Fig. 1: gate-type map
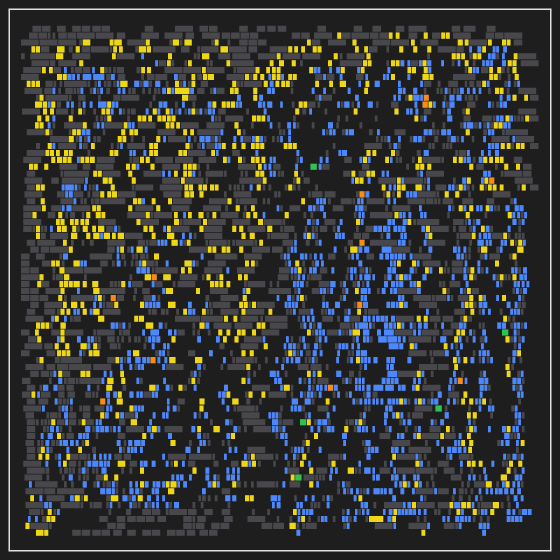
Fig. 2: cells by drive strength
Bar = 50 microns.
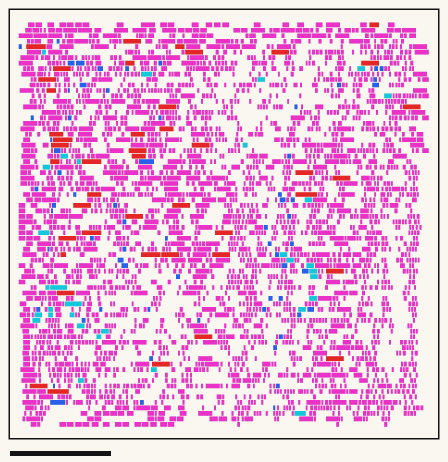
Fig. 3: met4 routing
Supply wires on this layer in grey.
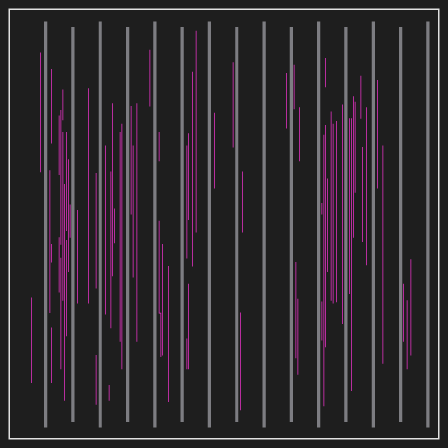
Fig. 4: routed clock nets over the placement
Bar = 50 microns.
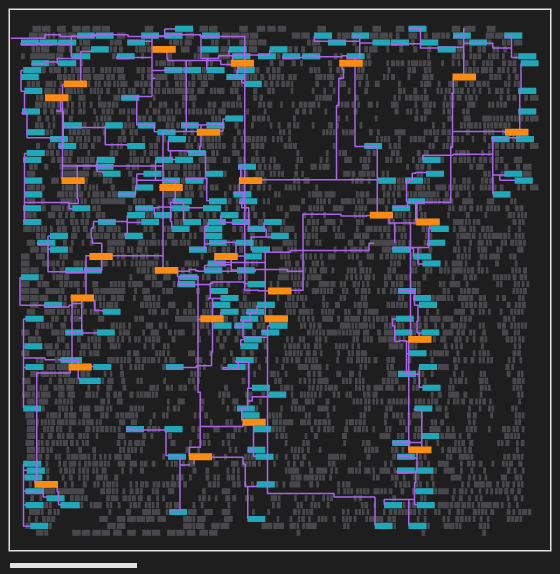
### src/rtl/mult_div_if.sv
// mult_div_if: request/result bundle between the EX stage and mult_div_unit.
//   start, op, a, b     : request (driven by the master, sampled by the unit in IDLE)
//   busy, done          : handshake status from the unit
//   hi, lo, div_by_zero : result registers (remainder/quotient or product halves)
interface mult_div_if #(
    parameter int WIDTH = 32
);
    logic             start;
    logic [1:0]       op;
    logic [WIDTH-1:0] a;
    logic [WIDTH-1:0] b;
    logic             busy;
    logic             done;
    logic [WIDTH-1:0] hi;
    logic [WIDTH-1:0] lo;
    logic             div_by_zero;

    modport master (
        output start, op, a, b,
        input  busy, done, hi, lo, div_by_zero
    );

    modport slave (
        input  start, op, a, b,
        output busy, done, hi, lo, div_by_zero
    );
endinterface

### src/rtl/mult_div_unit.sv
// mult_div_unit: iterative MULTU/MULT/DIVU/DIV unit.
//   clk  : rising-edge clock
//   rst  : synchronous active-high reset
//   bus  : mult_div_if.slave (start/op/a/b in; busy/done/hi/lo/div_by_zero out)
// op: 00 MULTU, 01 MULT, 10 DIVU, 11 DIV. A request accepted in IDLE spends
// WIDTH cycles in CALC (one bit per cycle on operand magnitudes) and one cycle
// in FIX, where the sign correction is applied and HI/LO are written.
module mult_div_unit #(
    parameter int WIDTH = 32
) (
    input  logic        clk,
    input  logic        rst,
    mult_div_if.slave   bus
);
    localparam int CW = $clog2(WIDTH);

    typedef enum logic [1:0] {S_IDLE, S_CALC, S_FIX} state_t;

    state_t           r_state;
    logic [CW-1:0]    r_cnt;
    logic             r_is_div;
    logic             r_neg_main;   // negate product / quotient in FIX
    logic             r_neg_rem;    // remainder takes the dividend's sign
    logic             r_b_zero;
    logic [WIDTH-1:0] r_a;          // A as latched, returned in HI on divide by zero
    logic [WIDTH-1:0] r_opnd;       // multiplicand magnitude or divisor magnitude
    logic [WIDTH-1:0] r_acc_hi;     // partial product upper half / partial remainder
    logic [WIDTH-1:0] r_acc_lo;     // multiplier bits shifting out / dividend -> quotient
    logic [WIDTH-1:0] r_hi;
    logic [WIDTH-1:0] r_lo;
    logic             r_busy;
    logic             r_done;
    logic             r_dz;

    // Operand magnitudes; 0x80..0 negates to itself, which is the correct
    // unsigned magnitude.
    logic             w_signed;
    logic [WIDTH-1:0] w_mag_a;
    logic [WIDTH-1:0] w_mag_b;
    assign w_signed = bus.op[0];
    assign w_mag_a  = (w_signed && bus.a[WIDTH-1]) ? -bus.a : bus.a;
    assign w_mag_b  = (w_signed && bus.b[WIDTH-1]) ? -bus.b : bus.b;

    // Shift-add step: add the multiplicand when the low multiplier bit is set,
    // then shift the whole 2*WIDTH accumulator right (carry enters at the top).
    logic [WIDTH:0] w_mul_sum;
    assign w_mul_sum = {1'b0, r_acc_hi} + (r_acc_lo[0] ? {1'b0, r_opnd} : '0);

    // Restoring step: bring in the next dividend bit and trial-subtract.
    // Bit WIDTH of the difference is set exactly when the subtraction borrows.
    logic [WIDTH:0] w_div_shift;
    logic [WIDTH:0] w_div_diff;
    assign w_div_shift = {r_acc_hi, r_acc_lo[WIDTH-1]};
    assign w_div_diff  = w_div_shift - {1'b0, r_opnd};

    // Sign correction applied in FIX.
    logic [2*WIDTH-1:0] w_prod;
    logic [2*WIDTH-1:0] w_prod_fix;
    logic [WIDTH-1:0]   w_quo_fix;
    logic [WIDTH-1:0]   w_rem_fix;
    assign w_prod     = {r_acc_hi, r_acc_lo};
    assign w_prod_fix = r_neg_main ? -w_prod : w_prod;
    assign w_quo_fix  = r_neg_main ? -r_acc_lo : r_acc_lo;
    assign w_rem_fix  = r_neg_rem  ? -r_acc_hi : r_acc_hi;

    always_ff @(posedge clk) begin
        if (rst) begin
            r_state    <= S_IDLE;
            r_cnt      <= '0;
            r_is_div   <= 1'b0;
            r_neg_main <= 1'b0;
            r_neg_rem  <= 1'b0;
            r_b_zero   <= 1'b0;
            r_a        <= '0;
            r_opnd     <= '0;
            r_acc_hi   <= '0;
            r_acc_lo   <= '0;
            r_hi       <= '0;
            r_lo       <= '0;
            r_busy     <= 1'b0;
            r_done     <= 1'b0;
            r_dz       <= 1'b0;
        end else begin
            case (r_state)
                S_IDLE: begin
                    r_done <= 1'b0;
                    if (bus.start) begin
                        r_is_div   <= bus.op[1];
                        r_neg_main <= w_signed & (bus.a[WIDTH-1] ^ bus.b[WIDTH-1]);
                        r_neg_rem  <= w_signed & bus.a[WIDTH-1];
                        r_b_zero   <= (bus.b == '0);
                        r_a        <= bus.a;
                        r_opnd     <= bus.op[1] ? w_mag_b : w_mag_a;
                        r_acc_hi   <= '0;
                        r_acc_lo   <= bus.op[1] ? w_mag_a : w_mag_b;
                        r_cnt      <= '0;
                        r_dz       <= 1'b0;
                        r_busy     <= 1'b1;
                        r_state    <= S_CALC;
                    end
                end
                S_CALC: begin
                    if (r_is_div) begin
                        if (!w_div_diff[WIDTH]) begin
                            r_acc_hi <= w_div_diff[WIDTH-1:0];
                            r_acc_lo <= {r_acc_lo[WIDTH-2:0], 1'b1};
                        end else begin
                            r_acc_hi <= w_div_shift[WIDTH-1:0];
                            r_acc_lo <= {r_acc_lo[WIDTH-2:0], 1'b0};
                        end
                    end else begin
                        r_acc_hi <= w_mul_sum[WIDTH:1];
                        r_acc_lo <= {w_mul_sum[0], r_acc_lo[WIDTH-1:1]};
                    end
                    r_cnt <= r_cnt + CW'(1);
                    if (r_cnt == CW'(WIDTH - 1)) begin
                        r_state <= S_FIX;
                    end
                end
                S_FIX: begin
                    r_busy  <= 1'b0;
                    r_done  <= 1'b1;
                    r_state <= S_IDLE;
                    if (r_is_div) begin
                        if (r_b_zero) begin
                            r_hi <= r_a;
                            r_lo <= '1;
                            r_dz <= 1'b1;
                        end else begin
                            r_hi <= w_rem_fix;
                            r_lo <= w_quo_fix;
                        end
                    end else begin
                        r_hi <= w_prod_fix[2*WIDTH-1:WIDTH];
                        r_lo <= w_prod_fix[WIDTH-1:0];
                    end
                end
                default: begin
                    r_state <= S_IDLE;
                end
            endcase
        end
    end

    assign bus.busy        = r_busy;
    assign bus.done        = r_done;
    assign bus.hi          = r_hi;
    assign bus.lo          = r_lo;
    assign bus.div_by_zero = r_dz;
endmodule
### src/flat_wrapper.sv
// flat-port wrapper written by rule: the top's interface ports become plain ports
module mult_div_unit_flat 
#(
    parameter int WIDTH = 32
)
  (clk, rst, bus_start, bus_op, bus_a, bus_b, bus_busy, bus_done, bus_hi, bus_lo, bus_div_by_zero);
  mult_div_if #(.WIDTH(WIDTH)) bus_i ();
  input  logic clk;
  input  logic rst;
  input wire logic [$bits(bus_i.start)-1:0] bus_start;
  input wire logic [$bits(bus_i.op)-1:0] bus_op;
  input wire logic [$bits(bus_i.a)-1:0] bus_a;
  input wire logic [$bits(bus_i.b)-1:0] bus_b;
  output wire logic [$bits(bus_i.busy)-1:0] bus_busy;
  output wire logic [$bits(bus_i.done)-1:0] bus_done;
  output wire logic [$bits(bus_i.hi)-1:0] bus_hi;
  output wire logic [$bits(bus_i.lo)-1:0] bus_lo;
  output wire logic [$bits(bus_i.div_by_zero)-1:0] bus_div_by_zero;
  assign bus_i.start = bus_start;
  assign bus_i.op = bus_op;
  assign bus_i.a = bus_a;
  assign bus_i.b = bus_b;
  assign bus_busy = bus_i.busy;
  assign bus_done = bus_i.done;
  assign bus_hi = bus_i.hi;
  assign bus_lo = bus_i.lo;
  assign bus_div_by_zero = bus_i.div_by_zero;
  mult_div_unit #(.WIDTH(WIDTH)) u_core (.clk(clk), .rst(rst), .bus(bus_i));
endmodule
### config.mk
export PLATFORM = sky130hd
export DESIGN_NAME = mult_div_unit_flat
export DESIGN_NICKNAME = d
export VERILOG_FILES = /design/src/rtl/mult_div_if.sv /design/src/rtl/mult_div_unit.sv /design/src/flat_wrapper.sv
export SDC_FILE = /design/constraint.sdc
export NUM_CORES = 1
export LEC_CHECK = 0
export ABC_AREA = 1
export CORE_MARGIN = 4
export CORE_UTILIZATION = 45
export DETAILED_ROUTE_END_ITERATION = 8
export GPL_ROUTABILITY_DRIVEN = 1
export GPL_TIMING_DRIVEN = 0
export REMOVE_ABC_BUFFERS = 1
export SYNTH_ARGS = -nofsm -noshare
export SYNTH_HDL_FRONTEND = slang
export SYNTH_SLANG_ARGS = --single-unit
### constraint.sdc
create_clock -name clk -period 3.8 [get_ports clk]
set_clock_uncertainty 0.1 [all_clocks]
set_input_delay 1.14 -clock clk [delete_from_list [all_inputs] [get_ports clk]]
set_output_delay 1.14 -clock clk [all_outputs]
set_load 0.05 [all_outputs]
==> out/metrics.cfg <==
[run_status]
run_status = completed

[synth]
post_synth_fa_ha_maj_area_fraction_pct = 4.86
register_bit_count_reported_by_yosys = 206
number_of_standard_cells_reported_by_yosys = 3292
synth.comb.largest_family = simple AND/OR/NAND/NOR gates
most_common_cell = nand2_1
synth_async_sr_flop_share_pct = 0

[routing]
drc = 0
drt_first_pass_iters = 6

[power]
switching_power_mw = 3.06
combinationalPowerShare_pct = 34.1
switching_share_of_power_pct = 40.5
power-per-cell-area_nw_per_um2 = 352
ir_worst_vdd_v = 0.000451

[finish]
ff_latch_area_sq_um = 4130
final_core_util_pct = 52.2
final_cell_mix = nand2_1, inv_1, nor2_1, a21oi_1, o21ai_0
nFillCells = 4349

[cts]
ctsRootBufferMaster = clkbuf_16
ctsResizeCount = 7
numCtsBuffers = 26
cts_tree = yes
hold_fix_buffer_count_after_cts = 0
path_clk_slew_ns = 0.07
htree_levels = 1
cts_num_sinks = 206

[global_route]
grt_pass1_vias = 20300
met3_usage_pct = 3.54
groute.layer.met2.usage_pct = 55.1
gr-max-usage-layer = met2
global_route.usage.total_pct = 35.0

[place]
detailed_place_hpwl_microns = 63200
placed_cell_area_sq_um = 20600

[final_timing]
final_period_minus_worst_setup_slack_ns = 3.68
whs_ns = 0.370
tightest_slew_ns = 1.31
share_of_the_cycle_needed_by_the_critical_path_after_routing_pct = 96.8

[job]
openroad.warnings = 27

[floorplanning]
die.size.y_microns = 213
die.size.x_microns = 213
num_rows = 74

[worst_setup_path]
critical-path-max-stage-delay_ns = 0.85
timing.critical_path.cells = dlygate4sd2_1, clkinv_4, nor2_4, inv_1, nor2_1, o21ai_0, o21ai_0
required_ns = 4.19
cp.buffers_inverters = 3
critical-path-top-delay-family = buffers and inverters
regToRegStartpoint = u_core.r_acc_lo[31]$_SDFFE_PP0P_

Back to the opening pictures, Fig. 1:
family	colour	cells
aoi and oai cells	yellow	703
non-inverting ao/oa cells	green	5
nand cells	blue	1196
and/or cells	orange	12
post-route non-filler standard cell count: 3877
fraction of area in multi-input gates: 57.9%
most instantiated logic cell after routing: nand2_1

Back to the opening pictures, Fig. 2:
size	colour	cells	share	most used
x2	blue	65	1.9%	nor2_2
x6 and larger	red	44	1.3%	clkbuf_16
x1 and smaller	magenta	3204	96%	nand2_1
x3 and x4	cyan	32	0.96%	nor2_4
area grow syn2layout: 13.8%
non-clock buffer total of the final layout: 147
cell area after layout: 21500 sq um
final worst slack: 0.120 ns

Back to the opening pictures, Fig. 3:
share of all routed wire	5.1%
main direction	vertical
longest straight run	135 microns
nets with wire on the layer	64
drt total wl: 81900 microns
total via count after detailed routing: 22300

Back to the opening pictures, Fig. 4:
[flip-flops] cyan | count: 206
[clock-net drivers] orange | count: 26
[clock wires] purple | length: 3400 microns
routed clock nets	27
flops lie	all over the die
P_clk: 2.50 mW
Clock Power Share: 33.0%

## cell type report
cell class                      count  share of cell area, %
Clock buffer                       36                   3.44
Timing Repair inverter              2                 0.0466
Clock inverter                     10                  0.507
Sequential cell                   206                   19.3
Timing Repair Buffer              147                   7.44
Multi-Input combinational cell   2475                   57.9
Inverter                          469                   8.31
Tap cell                          532                   3.10
## power by group through the flow
stage,clock network (mW),registers (mW),logic [mW]
6_report,2.50,2.48,2.58
3_3_place_gp,0,2.54,2.44
4_1_cts,2.53,2.47,2.52
2_1_floorplan,0,2.43,1.69
5_1_grt,2.61,2.49,2.83
3_5_place_dp,0,2.52,2.50
## kinds of logic after synthesis
group / after synthesis
buf+inv: 612
simple gates: 1596
flops: 206
xor+xnor: 98
compound gates: 708
fa+ha+maj: 72
No activity file was given, so power comes from the tool's default toggle rates.
